Figure 1. The metal 3 layer.
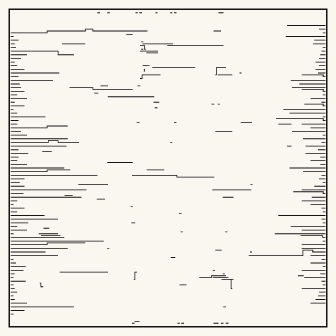
Figure 2. Clock wiring as the flow saved it.
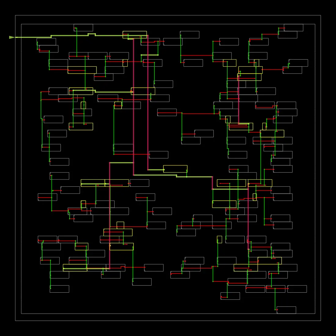
Figure 3. Met1 routing.
Supply wires on this layer in grey.
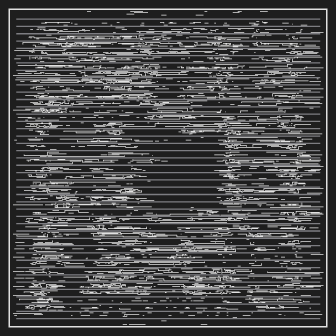
Figure 4. Signal wires on met4.
Bar = 20 µm. Supply wires on this layer in grey.
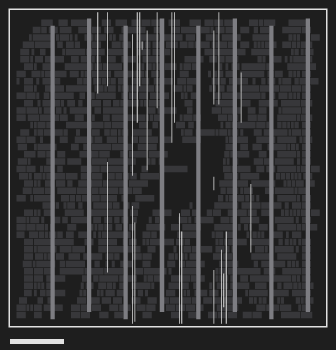
Figure 5. M2 wires.
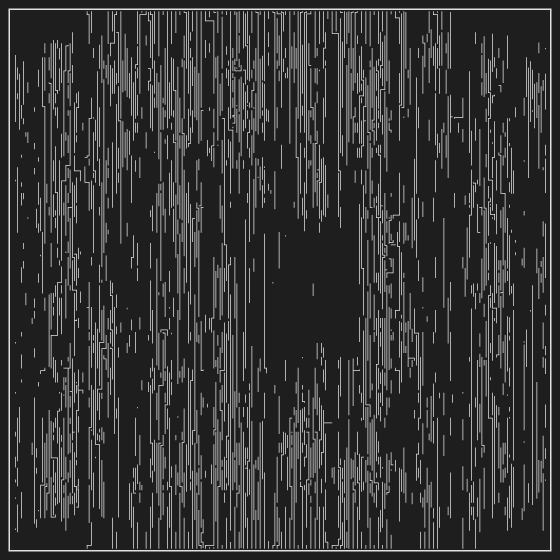
## config.mk

```make
export PLATFORM = sky130hd
export DESIGN_NAME = amb_hakem
export DESIGN_NICKNAME = d
export VERILOG_FILES = /design/src/rtl/amb_hakem_pkg.sv /design/src/rtl/amb_hakem_rr_hakem2.sv /design/src/rtl/amb_hakem.sv
export SDC_FILE = /design/constraint.sdc
export NUM_CORES = 1
export LEC_CHECK = 0
export CAP_MARGIN = 20
export CORE_MARGIN = 2
export CORE_UTILIZATION = 38
export DETAILED_ROUTE_END_ITERATION = 10
export PLACE_DENSITY_LB_ADDON = 0.08
export SETUP_SLACK_MARGIN = 0.1
export SYNTH_ARGS = -nofsm -noshare
export SYNTH_HDL_FRONTEND = slang
export SYNTH_SLANG_ARGS = --single-unit
```

## constraint.sdc

```tcl
create_clock -name clk_i -period 1.9 [get_ports clk_i]
set_clock_uncertainty 0.2 [all_clocks]
set_input_delay 0.285 -clock clk_i [delete_from_list [all_inputs] [get_ports clk_i]]
set_output_delay 0.285 -clock clk_i [all_outputs]
set_load 0.01 [all_outputs]
```

## src/rtl/amb_hakem_pkg.sv

```systemverilog
// ---------------------------------------------------------------------------
// amb_hakem_pkg
// Shared definitions for the amb_hakem arbiter/sequencer slice:
//   - UOP_AMB_BIT : micro-op code width of the shared amb ALU
//   - durum_t     : controller states BOSTA / MESGUL / CIKIS
//   - ISTEKCI_0/1 : requester ids carried with each result
//   - UOP_*       : a few ALU micro-op codes used around the arbiter
// ---------------------------------------------------------------------------
package amb_hakem_pkg;

    localparam int UOP_AMB_BIT = 5;

    typedef enum logic [1:0] {
        BOSTA  = 2'b00,   // idle, can accept a request
        MESGUL = 2'b01,   // ALU operation in flight
        CIKIS  = 2'b10    // result held on the output port
    } durum_t;

    localparam logic ISTEKCI_0 = 1'b0;
    localparam logic ISTEKCI_1 = 1'b1;

    localparam logic [UOP_AMB_BIT-1:0] UOP_ADD  = 5'd0;
    localparam logic [UOP_AMB_BIT-1:0] UOP_SUB  = 5'd1;
    localparam logic [UOP_AMB_BIT-1:0] UOP_MUL  = 5'd8;
    localparam logic [UOP_AMB_BIT-1:0] UOP_DIVU = 5'd12;
    localparam logic [UOP_AMB_BIT-1:0] UOP_REMU = 5'd13;
    localparam logic [UOP_AMB_BIT-1:0] UOP_CNTZ = 5'd16;
    localparam logic [UOP_AMB_BIT-1:0] UOP_CNTP = 5'd17;

endpackage

```

## src/rtl/amb_hakem_rr_hakem2.sv

```systemverilog
// ---------------------------------------------------------------------------
// rr_hakem2
// Combinational two-way round-robin grant.
//   istek0, istek1 : request valid bits
//   son            : id of the requester granted last
//   izin0, izin1   : one-hot (or zero) grant
// With both requesting, the requester that was not granted last wins.
// ---------------------------------------------------------------------------
module rr_hakem2
    import amb_hakem_pkg::*;
(
    input  logic istek0,
    input  logic istek1,
    input  logic son,
    output logic izin0,
    output logic izin1
);

    always_comb begin
        izin0 = istek0 & (!istek1 | (son == ISTEKCI_1));
        izin1 = istek1 & (!istek0 | (son == ISTEKCI_0));
    end

endmodule

```

## src/rtl/amb_hakem.sv

```systemverilog
// ---------------------------------------------------------------------------
// amb_hakem
// Two-requester arbiter and sequencer in front of the shared amb ALU.
// Accepts an operation from issue port 0 or 1 (round-robin), latches code,
// operands, tag and requester id, holds amb_kod_gecerli_o high with stable
// operands until the ALU answers, then presents the tagged result.
//
// Optional feature: define AMB_HAKEM_ZAMAN_ASIMI_EN to enable a watchdog
// that aborts an ALU operation after ZAMAN_SINIR busy cycles, returning
// all-ones with sonuc_hata_o = 1.
//
// Ports:
//   clk_i, rst_i (sync, active-high), temizle_i (flush)
//   istek{0,1}_gecerli_i/_hazir_o/_kod_i/_islec1_i/_islec2_i/_etiket_i
//   amb_kod_o, amb_kod_gecerli_o, amb_islec1_o, amb_islec2_o -> ALU
//   amb_sonuc_i, amb_gecerli_i                               <- ALU
//   sonuc_gecerli_o, sonuc_hazir_i, sonuc_o, sonuc_istekci_o,
//   sonuc_etiket_o, sonuc_hata_o                             -> consumer
//   durum_o : current controller state (debug)
//
// Handshakes: every port is valid/ready. A transfer happens on a rising
// edge where valid and ready are both 1; a producer keeps valid and its
// data stable until the transfer; ready may depend combinationally on
// valid. Here ready of the issue ports also depends on sonuc_hazir_i so
// that a new request can be taken in the cycle the result leaves.
// ---------------------------------------------------------------------------
module amb_hakem
    import amb_hakem_pkg::*;
#(
    parameter int VERI_BIT    = 32,
    parameter int UOP_BIT     = UOP_AMB_BIT,
    parameter int ETIKET_BIT  = 4,
    parameter int ZAMAN_SINIR = 64
) (
    input  logic                  clk_i,
    input  logic                  rst_i,
    input  logic                  temizle_i,

    input  logic                  istek0_gecerli_i,
    output logic                  istek0_hazir_o,
    input  logic [UOP_BIT-1:0]    istek0_kod_i,
    input  logic [VERI_BIT-1:0]   istek0_islec1_i,
    input  logic [VERI_BIT-1:0]   istek0_islec2_i,
    input  logic [ETIKET_BIT-1:0] istek0_etiket_i,

    input  logic                  istek1_gecerli_i,
    output logic                  istek1_hazir_o,
    input  logic [UOP_BIT-1:0]    istek1_kod_i,
    input  logic [VERI_BIT-1:0]   istek1_islec1_i,
    input  logic [VERI_BIT-1:0]   istek1_islec2_i,
    input  logic [ETIKET_BIT-1:0] istek1_etiket_i,

    output logic [UOP_BIT-1:0]    amb_kod_o,
    output logic                  amb_kod_gecerli_o,
    output logic [VERI_BIT-1:0]   amb_islec1_o,
    output logic [VERI_BIT-1:0]   amb_islec2_o,
    input  logic [VERI_BIT-1:0]   amb_sonuc_i,
    input  logic                  amb_gecerli_i,

    output logic                  sonuc_gecerli_o,
    input  logic                  sonuc_hazir_i,
    output logic [VERI_BIT-1:0]   sonuc_o,
    output logic                  sonuc_istekci_o,
    output logic [ETIKET_BIT-1:0] sonuc_etiket_o,
    output logic                  sonuc_hata_o,

    output logic [1:0]            durum_o
);

    if (ZAMAN_SINIR < 1) begin : g_parametre_kontrol
        $error("amb_hakem: ZAMAN_SINIR must be at least 1");
    end

    durum_t                durum_q, durum_d;
    logic                  son_q;
    logic [UOP_BIT-1:0]    kod_q;
    logic [VERI_BIT-1:0]   islec1_q, islec2_q;
    logic [ETIKET_BIT-1:0] etiket_q;
    logic                  istekci_q;
    logic [VERI_BIT-1:0]   sonuc_q;
    logic [ETIKET_BIT-1:0] sonuc_etiket_q;
    logic                  sonuc_istekci_q;

    logic izin0, izin1;
    logic kabul_acik, kabul, secilen;
    logic sonuc_yukle;
    logic zaman_doldu;

    rr_hakem2 u_rr_hakem2 (
        .istek0 (istek0_gecerli_i),
        .istek1 (istek1_gecerli_i),
        .son    (son_q),
        .izin0  (izin0),
        .izin1  (izin1)
    );

    // -----------------------------------------------------------------------
    // Optional watchdog
    // -----------------------------------------------------------------------
`ifdef AMB_HAKEM_ZAMAN_ASIMI_EN
    localparam int SAYAC_W = $clog2(ZAMAN_SINIR + 1);
    logic [SAYAC_W-1:0] sayac_q;
    logic               hata_q;

    // sayac_q counts completed MESGUL cycles before the current one, so the
    // limit is hit during the ZAMAN_SINIR-th busy cycle.
    assign zaman_doldu  = (durum_q == MESGUL) &&
                          (sayac_q == SAYAC_W'(ZAMAN_SINIR - 1));
    assign sonuc_hata_o = hata_q;

    always_ff @(posedge clk_i) begin
        if (rst_i) begin
            sayac_q <= '0;
            hata_q  <= 1'b0;
        end else begin
            if (durum_d == MESGUL && durum_q != MESGUL) begin
                sayac_q <= '0;
            end else if (durum_q == MESGUL) begin
                sayac_q <= sayac_q + 1'b1;
            end
            if (sonuc_yukle) begin
                hata_q <= !amb_gecerli_i;
            end
        end
    end
`else
    assign zaman_doldu  = 1'b0;
    assign sonuc_hata_o = 1'b0;
`endif

    // -----------------------------------------------------------------------
    // Accept / next-state logic
    // -----------------------------------------------------------------------
    always_comb begin
        kabul_acik  = 1'b0;
        kabul       = 1'b0;
        secilen     = ISTEKCI_0;
        sonuc_yukle = 1'b0;
        durum_d     = durum_q;

        // Requests are taken in BOSTA, or in CIKIS when the result leaves
        // in the same cycle; never during reset or flush.
        kabul_acik = !rst_i && !temizle_i &&
                     ((durum_q == BOSTA) ||
                      (durum_q == CIKIS && sonuc_hazir_i));

        istek0_hazir_o = istek0_gecerli_i & izin0 & kabul_acik;
        istek1_hazir_o = istek1_gecerli_i & izin1 & kabul_acik;
        kabul          = istek0_hazir_o | istek1_hazir_o;
        secilen        = istek1_hazir_o ? ISTEKCI_1 : ISTEKCI_0;

        sonuc_yukle = (durum_q == MESGUL) && !temizle_i &&
                      (amb_gecerli_i || zaman_doldu);

        if (temizle_i) begin
            durum_d = BOSTA;
        end else begin
            unique case (durum_q)
                BOSTA: begin
                    if (kabul) durum_d = MESGUL;
                end
                MESGUL: begin
                    if (sonuc_yukle) durum_d = CIKIS;
                end
                CIKIS: begin
                    if (sonuc_hazir_i) durum_d = kabul ? MESGUL : BOSTA;
                end
                default: durum_d = BOSTA;
            endcase
        end
    end

    // -----------------------------------------------------------------------
    // State and data registers
    // -----------------------------------------------------------------------
    always_ff @(posedge clk_i) begin
        if (rst_i) begin
            durum_q         <= BOSTA;
            son_q           <= ISTEKCI_1;
            kod_q           <= '0;
            islec1_q        <= '0;
            islec2_q        <= '0;
            etiket_q        <= '0;
            istekci_q       <= ISTEKCI_0;
            sonuc_q         <= '0;
            sonuc_etiket_q  <= '0;
            sonuc_istekci_q <= ISTEKCI_0;
        end else begin
            durum_q <= durum_d;
            if (kabul) begin
                son_q     <= secilen;
                istekci_q <= secilen;
                kod_q     <= secilen ? istek1_kod_i    : istek0_kod_i;
                islec1_q  <= secilen ? istek1_islec1_i : istek0_islec1_i;
                islec2_q  <= secilen ? istek1_islec2_i : istek0_islec2_i;
                etiket_q  <= secilen ? istek1_etiket_i : istek0_etiket_i;
            end
            // Result registers load only when leaving MESGUL, so they stay
            // constant for the whole time the result waits in CIKIS.
            if (sonuc_yukle) begin
                sonuc_q         <= amb_gecerli_i ? amb_sonuc_i : '1;
                sonuc_etiket_q  <= etiket_q;
                sonuc_istekci_q <= istekci_q;
            end
        end
    end

    // amb_kod_gecerli_o is 0 outside MESGUL, which lets the ALU clear its
    // internal counter/accumulator between two operations.
    assign amb_kod_gecerli_o = (durum_q == MESGUL);
    assign amb_kod_o         = kod_q;
    assign amb_islec1_o      = islec1_q;
    assign amb_islec2_o      = islec2_q;

    assign sonuc_gecerli_o   = (durum_q == CIKIS);
    assign sonuc_o           = sonuc_q;
    assign sonuc_etiket_o    = sonuc_etiket_q;
    assign sonuc_istekci_o   = sonuc_istekci_q;

    assign durum_o           = durum_q;

endmodule

```

==> notes.md <==
Run status
• **outcome** completed

Synthesis
• **fraction of registers with async set/reset** 0%
• **Synth logic family** AND-OR/OR-AND gates
• **area share of the largest cell type after synthesis** 46.5%
• **xor-xnor portion of the synthesized cell area** 0%
• **most frequent cells after synthesis** 220 x sky130_fd_sc_hd__nand2_1, 114 x sky130_fd_sc_hd__dfxtp_1, 73 x sky130_fd_sc_hd__a311oi_1, 73 x sky130_fd_sc_hd__a31oi_1, 41 x sky130_fd_sc_hd__buf_2
• **ys cells** 613
• **Mapped Nets** 798
• **#FFs+latches synth** 114

Final timing
• **WHS** 173 ps
• **final clock period utilization by the worst path** 95.0%
• **Fin Setup TNS** 0 ps
• **unrepaired setup endpoints after global routing** yes

Final layout
• **cell area after layout** 8850 µm²
• **invs w/o clock** 2
• **Filler cells** 1,011
• **register fraction of the total cell area** 25.8%
• **final non-filler cell total** 1,075
• **multi-input combinational cell count** 426
• **Register Area** 2280 µm²
• **fraction of layout instances using a drive strength above 1** 9.10%
• **multi-input gate share of the layout cell area** 26.4%
• **clock network contribution to total cell area** 6.73%
• **post-layout net count** 1,073

Floorplanning
• **Core Density at Floorplan** 38.9%
• **horizontal die dimension** 118 µm
• **well-tap cell count** 172

Place
• **HPWL reported at the end of detailed placement** 12.7 mm
• **total placed cells including tap cells** 1,036
• **worst slack after detailed placement** -542 ps

Clock network
• **clock tree from TritonCTS** yes
• **H-tree levels** 4
• **Root Driver** sky130_fd_sc_hd__clkbuf_16
• **clock tree buffer depth** 2
• **Post-CTS Hold Buffers** 0

Critical path
• **stages on the worst setup path** 4
• **Critical R2R Capture** amb_islec2_o[13]
• **capture point of the worst path** istek0_hazir_o

Route
• **DR WL met2** 9.50 mm
• **Post-DRT Antenna Nets** 0
• **DRT met1 WL** 7.21 mm
• **via/cell ratio** 5.46

Hold path
• **number of cells traversed by the worst hold path** 5
• **Hold Path Origin** rst_i

Pwr
• **Internal** 5.30 mW

GRT
• **maximum number of pins on one net before global-route repair** 115

Back to the opening pictures, Figure 1:
- share of all routed wire: 7.9%
- nets with wire on the layer: 197
- wire length on this layer: 1,500 µm
- main direction: horizontal
- longest straight run: 34.3 µm

Back to the opening pictures, Figure 2:
flip-flop and latch count: 114
clock buffer instance count of the final layout: 21
clock group power: 3.20 mW
clock network latency to the later pin of the worst-skew pair: 410 ps
CTS Sinks: 114

Back to the opening pictures, Figure 3:
- wire length on this layer: 7,210 µm
- nets with wire on the layer: 922
- main direction: horizontal
- longest straight run: 30.8 µm
- share of all routed wire: 38%

Back to the opening pictures, Figure 4:
- nets with wire on the layer: 20
- longest straight run: 52.4 µm
- main direction: vertical
detailed-route via count: 5,868
final wirelength: 19.0 mm

Back to the opening pictures, Figure 5:
- longest straight run: 51.3 µm
- wire length on this layer: 9,500 µm
- nets with wire on the layer: 931

No activity file was given, so power comes from the tool's default toggle rates.
